===== config.mk =====
export PLATFORM = sky130hd
export DESIGN_NAME = wide_add_seq_flat
export DESIGN_NICKNAME = d
export VERILOG_FILES = /design/src/rtl/wide_add_seq_pkg.sv /design/src/rtl/wide_add_seq_if.sv /design/src/rtl/wide_add_seq_adder.sv /design/src/rtl/wide_add_seq.sv /design/src/flat_wrapper.sv
export SDC_FILE = /design/constraint.sdc
export NUM_CORES = 1
export LEC_CHECK = 0
export CAP_MARGIN = 5
export CORE_MARGIN = 2
export CORE_UTILIZATION = 30
export CTS_CLUSTER_DIAMETER = 100
export CTS_CLUSTER_SIZE = 20
export DETAILED_ROUTE_END_ITERATION = 16
export PLACE_DENSITY = 0.52
export SLEW_MARGIN = 20
export SYNTH_ARGS = -nofsm -noshare
export SYNTH_HDL_FRONTEND = slang
export SYNTH_SLANG_ARGS = --single-unit
export TNS_END_PERCENT = 50

===== constraint.sdc =====
create_clock -name clk -period 6.2 [get_ports clk]
set_input_delay 1.24 -clock clk [delete_from_list [all_inputs] [get_ports clk]]
set_output_delay 1.24 -clock clk [all_outputs]
set_load 0.05 [all_outputs]

===== src/rtl/wide_add_seq_pkg.sv =====
// Shared definitions for the byte-serial wide adder: slice width, FSM states
// and the byte-index width helper.
package wide_add_seq_pkg;

    localparam int BYTE_W = 8;

    typedef enum logic [1:0] {
        IDLE = 2'd0,
        RUN  = 2'd1,
        DONE = 2'd2
    } state_t;

    // Width of the byte index; at least one bit even for degenerate sizes.
    function automatic int idx_width(input int nbytes);
        return (nbytes < 2) ? 1 : $clog2(nbytes);
    endfunction

endpackage


===== src/rtl/wide_add_seq_if.sv =====
// Request/result bundle between a requester (master) and the sequencer (slave).
interface wide_add_seq_if #(
    parameter int NBYTES = 4
);
    import wide_add_seq_pkg::*;

    logic                       start;
    logic                       sub;
    logic [BYTE_W*NBYTES-1:0]   a;
    logic [BYTE_W*NBYTES-1:0]   b;
    logic                       cin;
    logic                       busy;
    logic                       done;
    logic [BYTE_W*NBYTES-1:0]   s;
    logic                       cout;
    logic                       ovf;

    modport master (
        output start, sub, a, b, cin,
        input  busy, done, s, cout, ovf
    );

    modport slave (
        input  start, sub, a, b, cin,
        output busy, done, s, cout, ovf
    );

endinterface


===== src/rtl/wide_add_seq_adder.sv =====
// 8-bit conditional-sum adder: the low half ripples, the high half is
// evaluated for both possible carries and selected by the low-half carry.
module conditional_sum_adder
    import wide_add_seq_pkg::*;
(
    input  logic [BYTE_W-1:0] x,
    input  logic [BYTE_W-1:0] y,
    input  logic              cin,
    output logic [BYTE_W-1:0] s,
    output logic              cout
);
    localparam int HALF = BYTE_W / 2;

    logic [HALF:0]   c_lo;
    logic [HALF:0]   c_hi0;
    logic [HALF:0]   c_hi1;
    logic [HALF-1:0] s_hi0;
    logic [HALF-1:0] s_hi1;

    assign c_lo[0]  = cin;
    assign c_hi0[0] = 1'b0;
    assign c_hi1[0] = 1'b1;

    genvar gi;
    generate
        for (gi = 0; gi < HALF; gi++) begin : g_bit
            // Low half: plain ripple from the real carry-in.
            assign s[gi]        = x[gi] ^ y[gi] ^ c_lo[gi];
            assign c_lo[gi+1]   = (x[gi] & y[gi]) | (c_lo[gi] & (x[gi] ^ y[gi]));
            // High half: speculative copies for carry 0 and carry 1.
            assign s_hi0[gi]    = x[gi+HALF] ^ y[gi+HALF] ^ c_hi0[gi];
            assign c_hi0[gi+1]  = (x[gi+HALF] & y[gi+HALF]) |
                                  (c_hi0[gi] & (x[gi+HALF] ^ y[gi+HALF]));
            assign s_hi1[gi]    = x[gi+HALF] ^ y[gi+HALF] ^ c_hi1[gi];
            assign c_hi1[gi+1]  = (x[gi+HALF] & y[gi+HALF]) |
                                  (c_hi1[gi] & (x[gi+HALF] ^ y[gi+HALF]));
        end
    endgenerate

    assign s[BYTE_W-1:HALF] = c_lo[HALF] ? s_hi1 : s_hi0;
    assign cout             = c_lo[HALF] ? c_hi1[HALF] : c_hi0[HALF];

endmodule


===== src/rtl/wide_add_seq.sv =====
// Byte-serial NBYTES*8-bit add/subtract sequencer. Operands are latched on
// start and streamed LSB-first through one shared 8-bit adder, chaining the
// carry through a register. done pulses for one cycle when the result is valid.
module wide_add_seq
    import wide_add_seq_pkg::*;
#(
    parameter int NBYTES = 4
) (
    input  logic          clk,
    input  logic          rst,
    wide_add_seq_if.slave bus
);
    localparam int W     = BYTE_W * NBYTES;
    localparam int IDX_W = idx_width(NBYTES);
    localparam logic [IDX_W-1:0] LAST_IDX = IDX_W'(NBYTES - 1);

    state_t             state_q;
    logic [W-1:0]       a_q;
    logic [W-1:0]       b_q;
    logic [W-1:0]       s_q;
    logic               carry_q;
    logic               cout_q;
    logic               ovf_q;
    logic               busy_q;
    logic               done_q;
    logic [IDX_W-1:0]   idx_q;

    logic [BYTE_W-1:0]  a_byte;
    logic [BYTE_W-1:0]  b_byte;
    logic [BYTE_W-1:0]  sum_byte;
    logic               add_cout;
    logic               c7;
    logic               ovf_d;
    logic [W-1:0]       s_d;

    // Select the current slice of the latched operands.
    assign a_byte = a_q[int'(idx_q) * BYTE_W +: BYTE_W];
    assign b_byte = b_q[int'(idx_q) * BYTE_W +: BYTE_W];

    conditional_sum_adder u_adder (
        .x    (a_byte),
        .y    (b_byte),
        .cin  (carry_q),
        .s    (sum_byte),
        .cout (add_cout)
    );

    // Carry into the slice MSB, recovered from the sum bit and its operands.
    assign c7    = sum_byte[BYTE_W-1] ^ a_byte[BYTE_W-1] ^ b_byte[BYTE_W-1];
    assign ovf_d = c7 ^ add_cout;

    // Merge the freshly computed slice into the result word.
    always_comb begin
        s_d = s_q;
        s_d[int'(idx_q) * BYTE_W +: BYTE_W] = sum_byte;
    end

    // Control FSM with registered handshake and result outputs.
    always_ff @(posedge clk or posedge rst) begin
        if (rst) begin
            state_q <= IDLE;
            a_q     <= '0;
            b_q     <= '0;
            s_q     <= '0;
            carry_q <= 1'b0;
            cout_q  <= 1'b0;
            ovf_q   <= 1'b0;
            busy_q  <= 1'b0;
            done_q  <= 1'b0;
            idx_q   <= '0;
        end else begin
            case (state_q)
                IDLE: begin
                    if (bus.start) begin
                        a_q     <= bus.a;
                        // Subtraction is a + ~b + 1; cin is irrelevant then.
                        b_q     <= bus.sub ? ~bus.b : bus.b;
                        carry_q <= bus.sub ? 1'b1 : bus.cin;
                        s_q     <= '0;
                        idx_q   <= '0;
                        busy_q  <= 1'b1;
                        state_q <= RUN;
                    end
                end
                RUN: begin
                    s_q     <= s_d;
                    carry_q <= add_cout;
                    if (idx_q == LAST_IDX) begin
                        cout_q  <= add_cout;
                        ovf_q   <= ovf_d;
                        done_q  <= 1'b1;
                        state_q <= DONE;
                    end else begin
                        idx_q <= idx_q + 1'b1;
                    end
                end
                DONE: begin
                    done_q  <= 1'b0;
                    busy_q  <= 1'b0;
                    state_q <= IDLE;
                end
                default: begin
                    done_q  <= 1'b0;
                    busy_q  <= 1'b0;
                    state_q <= IDLE;
                end
            endcase
        end
    end

    assign bus.busy = busy_q;
    assign bus.done = done_q;
    assign bus.s    = s_q;
    assign bus.cout = cout_q;
    assign bus.ovf  = ovf_q;

endmodule


===== src/flat_wrapper.sv =====
// flat-port wrapper written by rule: the top's interface ports become plain ports
module wide_add_seq_flat import wide_add_seq_pkg::*;
#(
    parameter int NBYTES = 4
)
  (clk, rst, bus_start, bus_sub, bus_a, bus_b, bus_cin, bus_busy, bus_done, bus_s, bus_cout, bus_ovf);
  wide_add_seq_if #(.NBYTES(NBYTES)) bus_i ();
  input  logic clk;
  input  logic rst;
  input wire logic [$bits(bus_i.start)-1:0] bus_start;
  input wire logic [$bits(bus_i.sub)-1:0] bus_sub;
  input wire logic [$bits(bus_i.a)-1:0] bus_a;
  input wire logic [$bits(bus_i.b)-1:0] bus_b;
  input wire logic [$bits(bus_i.cin)-1:0] bus_cin;
  output wire logic [$bits(bus_i.busy)-1:0] bus_busy;
  output wire logic [$bits(bus_i.done)-1:0] bus_done;
  output wire logic [$bits(bus_i.s)-1:0] bus_s;
  output wire logic [$bits(bus_i.cout)-1:0] bus_cout;
  output wire logic [$bits(bus_i.ovf)-1:0] bus_ovf;
  assign bus_i.start = bus_start;
  assign bus_i.sub = bus_sub;
  assign bus_i.a = bus_a;
  assign bus_i.b = bus_b;
  assign bus_i.cin = bus_cin;
  assign bus_busy = bus_i.busy;
  assign bus_done = bus_i.done;
  assign bus_s = bus_i.s;
  assign bus_cout = bus_i.cout;
  assign bus_ovf = bus_i.ovf;
  wide_add_seq #(.NBYTES(NBYTES)) u_core (.clk(clk), .rst(rst), .bus(bus_i));
endmodule

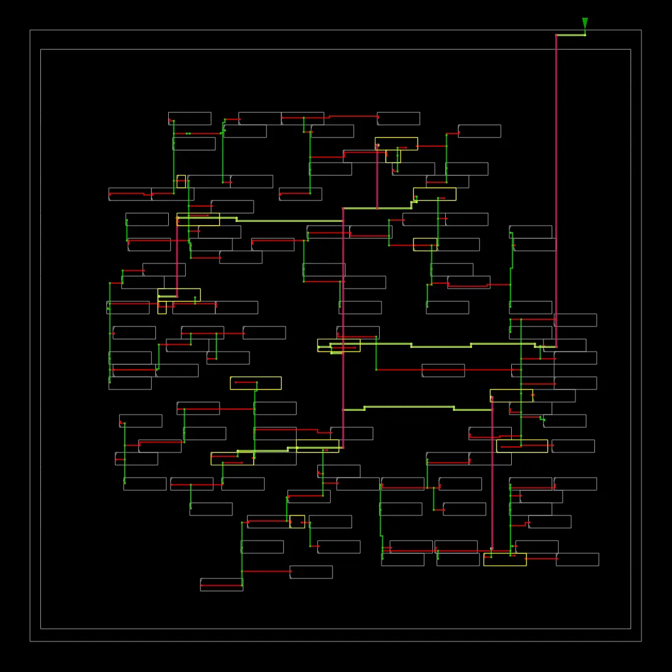
**Above:** run 1 (clock routing).
clock network power: 0.000621 W
clock sink total: 105
Worst Clk Skew: 0.0111 ns
FFs & Latches: 105

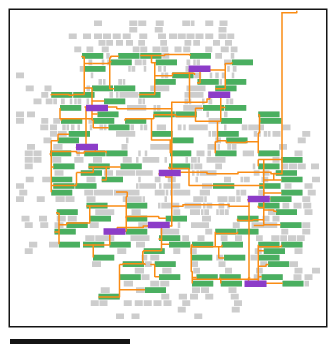
**Above:** run 1 (clock network drawn from the DEF).
Bar = 50 um.
legend:
  green:
    item: flip-flops
    count: 105
  purple:
    item: clock drivers
    count: 9
  orange:
    item: clock wires
    length: 1310 um
routed clock nets: 10

==> out/qor.csv, run 1 <==
stage,metric,value,unit
status,status,finished clean,
global_route,largest net degree at the start of global routing,98,
global_route,GRT met1 Usage,19.5,%
layout,final-layout fill cell count,1542,
layout,Antenna diodes,0,
routing,DR iter-0 viols,118,
yosys,Syn Inst Count,378,
timing,setup TNS,0,ns
yosys,YS chip area,4920,um^2
layout,Seq/total area,40.5,%
hold_path,Min-Delay Path Class,register to register,
hold_path,worst hold start,u_core.bus.s[14],
layout,fin nets,559,
die,Tapcells,216,
worst_setup_path,reg-to-reg endpoint,u_core.bus.ovf,
routing,Post-route DRC,0,
worst_setup_path,reg-to-reg setup timing slack,1.37,ns
layout,most numerous logic cells after layout,"dfrtp_1, clkdlybuf4s50_1, nor2_1, a21oi_1, mux2_2",
global_route,Tot GR Track Use,14.2,%
layout,fin util,40.7,%
die,Starting Density,30.8,%
layout,bufs w/o clock,108,
timing,Slew @ Worst Pin,0.982,ns
global_route,met2 Usage GRT,21.4,%
power,Clk pwr share,15.9,%
routing,vias,3232,
routing,WL met1,5.53,mm
place,number of port buffers,104,
global_route,initial antenna violation count,0,
worst_setup_path,Crit path depth,16,
timing,minimum clock period,4.83,ns
worst_setup_path,critical path startpoint,u_core.idx_q[0],
flow_run,Max-Cap Viols,0,
worst_setup_path,CP peak stage delay,0.76,ns
clock_network,clock transition at the registers of the reported paths,0.07,ns
worst_setup_path,"most used cell, CP",fa_1,
timing,final hold slack,0.488,ns
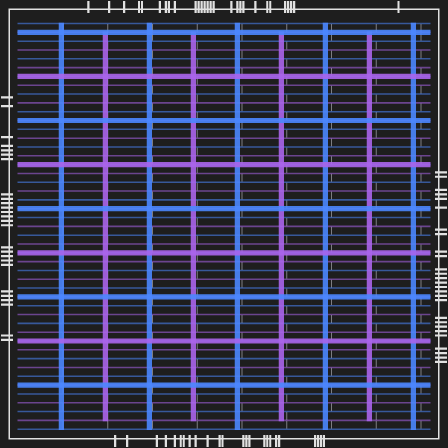
**Above:** run 1 (PDN straps and rails).
Pins as bars on the die edge. Tap cells in grey.
legend:
  purple:
    net: VDD
  blue:
    net: VSS
met5 straps: 9
signal pins: 105

[run 1: logic make-up after synthesis]
kind of cell,share of synthesized area [%]
buf+inv,3.64
xor+xnor,6.52
fa+ha+maj,4.38
mux,15.6
flops,53.4
simple gates,6.31
compound gates,10.1
[run 1: power groups by stage]
stage          clock network [W]  logic [W]  registers, W
3_5_place_dp                   0    0.00211       0.00121
6_report                0.000621    0.00208       0.00120
2_1_floorplan                  0    0.00128       0.00136
4_1_cts                 0.000639    0.00211       0.00120
5_1_grt                 0.000668    0.00228       0.00124
3_3_place_gp                   0    0.00208       0.00121
[run 1: stage by stage]
stage	cell area [um^2]	instances
4_1_cts	6480	698
3_5_place_dp	6160	682
5_1_grt	6480	698
6_report	6480	698
3_3_place_gp	6160	682
2_1_floorplan	4920	378
**Run 1: placed cells, one colour a class**

Bar = 50 um.
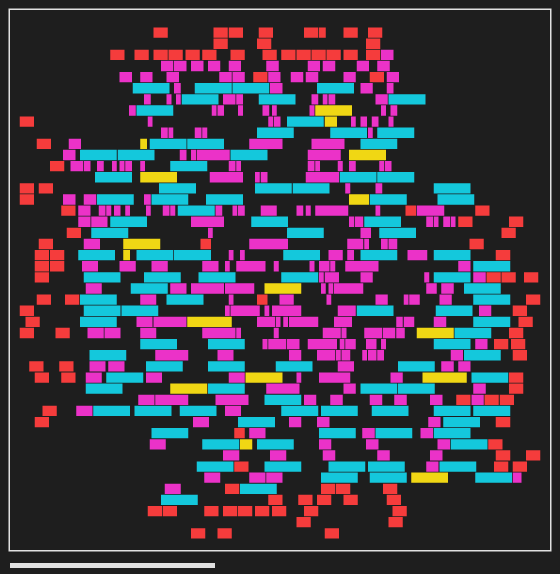

## Run 2: what changed since run 1
Settings changed: PLACE_DENSITY 0.52 to 0.54.
Clock period 6.2 ns to 4.4 ns, I/O delays scaled along.
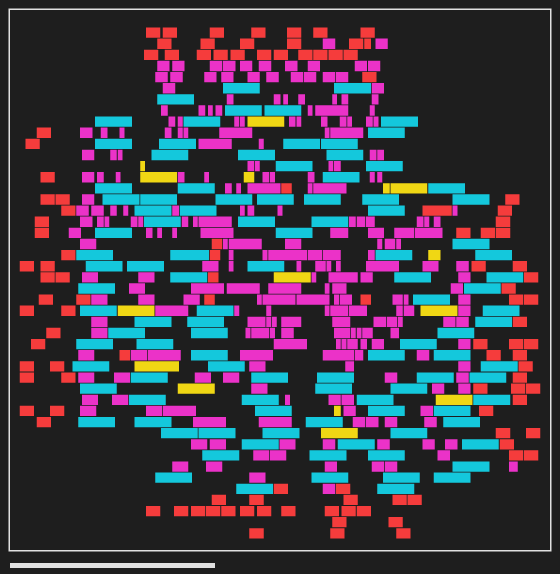
**Above:** run 2 (placed cells, one colour a class).
Bar = 50 um.
legend:
  yellow:
    class: clock drivers and dummy loads
    cells: 15
    share_of_their_area: 4.6%
  red:
    class: remaining buffers and delay cells
    cells: 112
    share_of_their_area: 18%
  cyan:
    class: sequential cells
    cells: 105
    share_of_their_area: 42%
  magenta:
    class: combinational and other logic
    cells: 253
    share_of_their_area: 35%

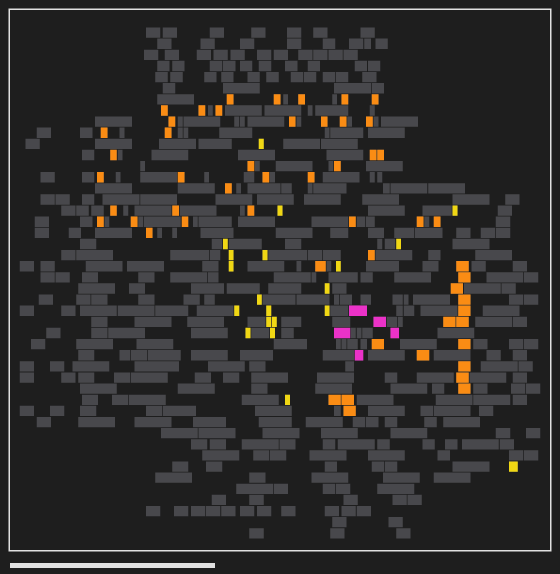
**Above:** run 2 (gate families picked out).
Bar = 50 um.
legend:
  magenta:
    family: and/or cells
    cells: 5
    most_used: and3_1
  yellow:
    family: inv cells
    cells: 20
    most_used: inv_1
    where: middle
  orange:
    family: aoi and oai cells
    cells: 53
    most_used: a21oi_1

==> run 2 against run 1 <==
Against the previous run:
- hold slack better by 0.011 ns
- clock skew shrank 0.0042 ns
- combinational power rose by 47%
- die area unchanged
- sequential power is 38% higher
- power increased by 41%
==> out/qor.csv, run 2 <==
stage,metric,value,unit,change
layout,proportion of layout cells with a drive suffix above 1,18.4,%,
power,clock network power,0.000781,W,+26%
timing,final hold slack,0.499,ns,+0.0107 ns
layout,bufs w/o clock,112,,+3.7%
routing,DR iter-0 viols,194,,+64%
place,placed cells,686,,+0.59%
layout,Antenna diodes,0,,unchanged
routing,WL met1,5.54,mm,+0.13%
die,Starting Density,30.8,%,unchanged
power,comb pwr,0.00306,W,+47%
yosys,simple share,6.31,%,unchanged
yosys,Syn Inst Count,378,,unchanged
global_route,gr ovfl total,0,,
die,FP Rows,46,,
routing,Post-route DRC,0,,unchanged
routing,wire length on met2,5.40,mm,
layout,most numerous logic cells after layout,"dfrtp_1, clkdlybuf4s50_1, nor2_1, a21oi_1, mux2_2",,
yosys,YS chip area,4920,um^2,unchanged
clock_network,root buffer cell,clkbuf_16,,
yosys,Top logic family,multiplexers,,
clock_network,clock transition at the registers of the reported paths,0.07,ns,about the same
layout,dominant logic cell type in the layout,dfrtp_1,,
die,number of I/O pins,105,,
global_route,number of global-route vias before repair,3504,,
yosys,Main synth FF type,dfrtp_1,,
yosys,register share after synthesis,53.4,%,
timing,Fin. Hold Viols,0,,
timing,Max Clock Freq,241,MHz,
layout,Post-Layout Cell Count,701,,+0.43%
yosys,Mux area share,15.6,%,unchanged
die,Tapcells,216,,unchanged
flow_run,Max-Cap Viols,0,,unchanged
layout,fin nets,563,,+0.72%
layout,fin util,40.8,%,+0.13 points
die,total core area,15900,um^2,
layout,Comb area,2130,um^2,
power,Power Sequential,0.00166,W,+38%
timing,Worst Clk Skew,0.00689,ns,-0.00420 ns
hold_path,Min-Delay Path Class,register to register,,
yosys,post-synthesis compound-gate area fraction,10.1,%,unchanged
power,Static Leak,2.67,nW,
yosys,number of enable flip-flop cells,0,,
power,Clk pwr share,14.2,%,-1.7 points
layout,Combinational Gates,233,,
routing,met3 WL,478,um,
place,Detail Placement HPWL,8.60,mm,
layout,Inverters,20,,
layout,final-layout fill cell count,1533,,-0.58%
power,top power group,combinational cells,,
yosys,flops out of synthesis,105,,
status,status,finished clean,,
clock_network,clock sink total,105,,unchanged
yosys,Yosys top cell area share,53.4,%,
layout,buffer share of cell area,17.0,%,
timing,Slew @ Worst Pin,0.968,ns,-0.0141 ns
yosys,top-count cell post-synth,dfrtp_1,,
layout,FFs & Latches,105,,unchanged
die,chip area,17400,um^2,
worst_setup_path,CP peak stage delay,0.44,ns,-0.32 ns
global_route,M3 GR Usage,3.88,%,
routing,vias,3267,,+1.1%
worst_setup_path,critical path data required time,4.68,ns,
global_route,first-pass GRT wire length,18.7,mm,
yosys,Synth Area in Adders,4.38,%,unchanged
worst_setup_path,worst path cell trace,mux4_2 > inv_2 > fa_2 > fa_2 > fa_2 > inv_2 > fa_2 > mux2i_2 > fa_2 > inv_1 > fa_2 > inv_2 > fa_1 > xor2_1 > xnor3_1 > o21ai_1,,
global_route,GRT met1 Usage,18.9,%,-0.66 points
worst_setup_path,"most used cell, CP",fa_2,,
worst_setup_path,crit path launch type,register,,
yosys,mean area per synthesized cell,13.0,um^2,
timing,minimum clock period,4.14,ns,-0.686 ns
yosys,yosys xor share,6.52,%,unchanged
worst_setup_path,buffer and inverter count on the worst path,4,,
place,number of port buffers,104,,unchanged
timing,Worst slew margin,35.5,%,
global_route,met2 Usage GRT,21.7,%,+0.23 points
power,Total Power,0.00551,W,
yosys,ys cells,378,,
routing,DR WL/cell,16.5,um,
global_route,Tot GR Track Use,13.9,%,-0.24 points
global_route,largest net degree at the start of global routing,98,,unchanged
die,die width,132,um,
layout,Seq/total area,40.4,%,-0.11 points
yosys,Synth Cell Area,4920,um^2,
global_route,initial antenna violation count,0,,unchanged
timing,unrepaired setup endpoints after global routing,no,,
[run 2: final timing paths]
path / from / endpoint / slack, ns / depth (start not counted)
max: u_core.idx_q[0] / u_core.bus.ovf / 0.26 / 16
min: u_core.bus.s[0] / u_core.bus.s[0] / 0.50 / 1
max reg2reg: u_core.idx_q[0] / u_core.bus.ovf / 0.26 / 16
min reg2reg: u_core.bus.s[0] / u_core.bus.s[0] / 0.50 / 1
max in group asynchronous: rst / u_core.b_q[6] / 2.48 / 3
min in group asynchronous: rst / u_core.bus.s[12] / 1.10 / 2
[run 2: stage by stage]
step                setup slack, ns  instance area (um^2)  TNS (ns)
floorplan                  -0.00288                  4940  -0.00288
global placement              0.225                  6210         0
detailed placement            0.196                  6210         0
CTS                           0.176                  6500         0
global route                0.00160                  6500         0
finish                        0.256                  6500         0
**Run 2: clock network drawn from the DEF**

Bar = 50 um.
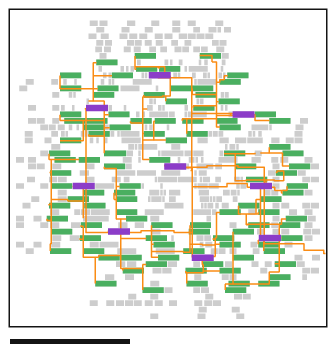

## Run 3: what changed since run 2
Settings changed: DONT_BUFFER_PORTS set to 1, PLACE_DENSITY 0.54 to 0.45.
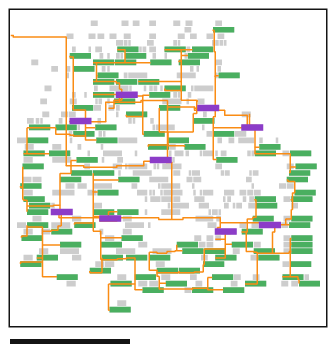
**Above:** run 3 (clock network drawn from the DEF).
Bar = 50 um.
legend:
  purple:
    item: clock drivers
    count: 9
  green:
    item: flip-flops
    count: 105
  orange:
    item: clock wires
    length: 1410 um
flops lie: spread over the die
routed clock nets: 10

==> run 3 against run 2 <==
Against the previous run:
- sequential share of layout area rose by 7.8 points
- power fell by 3.5%
- hold slack improved by 0.0090 ns
- sequential cell count did not move
- non-clock buffer count fell by 105
- register-to-register slack got worse by 0.10 ns
- critical path type unchanged
- critical endpoint unchanged
- largest power group unchanged
==> out/qor.csv, run 3 <==
stage,metric,value,unit,change
status,status,finished clean,,
place,placed cells,581,,-15%
power,Power Sequential,0.00203,W,+22%
global_route,first-pass GRT wire length,18.5,mm,-1.6%
yosys,Syn Inst Count,378,,unchanged
worst_setup_path,RR Startpoint,u_core.idx_q[0],,
clock_network,clock sink total,105,,unchanged
power,comb pwr,0.00251,W,-18%
worst_setup_path,reg-to-reg setup timing slack,0.15,ns,-0.10 ns
yosys,number of enable flip-flop cells,0,,unchanged
die,Starting Density,30.8,%,unchanged
hold_path,hold path cells,1,,unchanged
layout,Antenna diodes,0,,unchanged
die,number of I/O pins,105,,unchanged
worst_setup_path,CP peak stage delay,0.45,ns,about the same
yosys,flops out of synthesis,105,,unchanged
clock_network,root buffer cell,clkbuf_16,,
timing,Fin. Hold Viols,0,,unchanged
global_route,Tot GR Track Use,13.9,%,+0.037 points
power,top power group,combinational cells,,
yosys,ys cells,378,,unchanged
yosys,Mux area share,15.6,%,unchanged
die,FP Rows,46,,unchanged
yosys,yosys xor share,6.52,%,unchanged
layout,fin area,5450,um^2,-16%
yosys,Synth Cell Area,4920,um^2,unchanged
worst_setup_path,reg-to-reg endpoint,u_core.bus.ovf,,
power,Total Power,0.00531,W,-3.5%
layout,Comb area,2130,um^2,unchanged
worst_setup_path,critical path data required time,4.68,ns,about the same
routing,DR iter-0 viols,123,,-37%
yosys,Synth Area in Adders,4.38,%,unchanged
global_route,gr ovfl total,0,,unchanged
layout,most numerous logic cells after layout,"dfrtp_1, nor2_1, a21oi_1",,
yosys,mean area per synthesized cell,13.0,um^2,unchanged
hold_path,worst hold start,u_core.a_q[15],,
place,number of port buffers,0,,-100%
power,Clk pwr share,14.5,%,+0.3 points
power,Static Leak,2.26,nW,-15%
layout,Post-Layout Cell Count,597,,-15%
worst_setup_path,worst path cell trace,mux4_2 > inv_2 > fa_2 > fa_2 > fa_2 > inv_2 > fa_2 > mux2i_2 > fa_2 > inv_1 > fa_2 > inv_2 > fa_1 > xor2_1 > xnor3_1 > o21ai_1,,
place,Detail Placement HPWL,8.39,mm,-2.4%
timing,Worst Clk Skew,0.00766,ns,+0.000772 ns
hold_path,Min-Delay Path Class,register to register,,
yosys,Top logic family,multiplexers,,
layout,proportion of layout cells with a drive suffix above 1,23.1,%,+4.7 points
die,Tapcells,216,,unchanged
yosys,Yosys top cell area share,53.4,%,unchanged
power,clock network power,0.000771,W,-1%
routing,DR WL/cell,19.5,um,+18%
yosys,register share after synthesis,53.4,%,unchanged
layout,Combinational Gates,233,,unchanged
layout,fin nets,458,,-19%
flow_run,Max-Cap Viols,0,,unchanged
global_route,largest net degree at the start of global routing,98,,unchanged
yosys,top-count cell post-synth,dfrtp_1,,
layout,final-layout fill cell count,1587,,+3.5%
worst_setup_path,buffer and inverter count on the worst path,4,,unchanged
global_route,initial antenna violation count,1,,+1
layout,Inverters,20,,unchanged
yosys,post-synthesis compound-gate area fraction,10.1,%,unchanged
timing,Max Clock Freq,235,MHz,-2.5%
global_route,number of global-route vias before repair,3095,,-12%
layout,fin util,34.2,%,-6.6 points
timing,Worst slew margin,31.5,%,-4.0 points
layout,bufs w/o clock,7,,-94%
yosys,simple share,6.31,%,unchanged
clock_network,clock transition at the registers of the reported paths,0.07,ns,about the same
layout,Seq/total area,48.3,%,+7.8 points
worst_setup_path,crit path launch type,register,,
routing,Post-route DRC,0,,unchanged
die,chip area,17400,um^2,unchanged
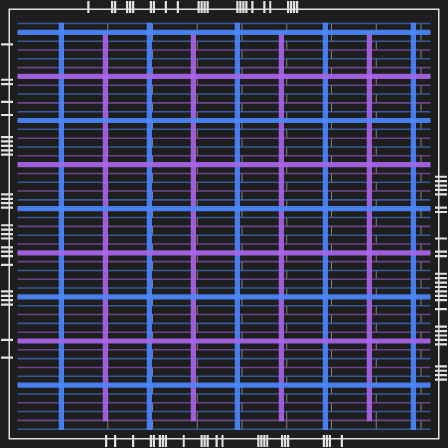
**Above:** run 3 (PDN straps and rails).
Pins as bars on the die edge. Tap cells in grey.
Worst VDD drop: 0.000454 V
Die Height: 132 um
total core area: 15900 um^2
die width: 132 um

## run 3: cell counts after synthesis
No cell type changed its count.
## run 3: per-layer routing
metal,vias to the layer above,GRT usage (%),routed length [um]
met5,-,0,0
met4,0,3.26,111
met3,9,5.34,683
met2,69,21.5,5480
met1,1423,18.6,5370
li1,1334,-,-
## run 3: worst max-delay path by stage
stage	start	to	slack, ns	cells past startpoint
finish	u_core.idx_q[0]	u_core.bus.ovf	0.15	16
global route	u_core.idx_q[0]	u_core.bus.ovf	-0.002	16
CTS	u_core.idx_q[0]	u_core.bus.ovf	0.11	16
detailed placement	u_core.idx_q[0]	u_core.bus.ovf	0.17	16
global placement	u_core.idx_q[0]	u_core.bus.ovf	0.24	16
floorplan	u_core.idx_q[0]	u_core.bus.ovf	-0.003	18
No activity file was given, so power comes from the tool's default toggle rates.
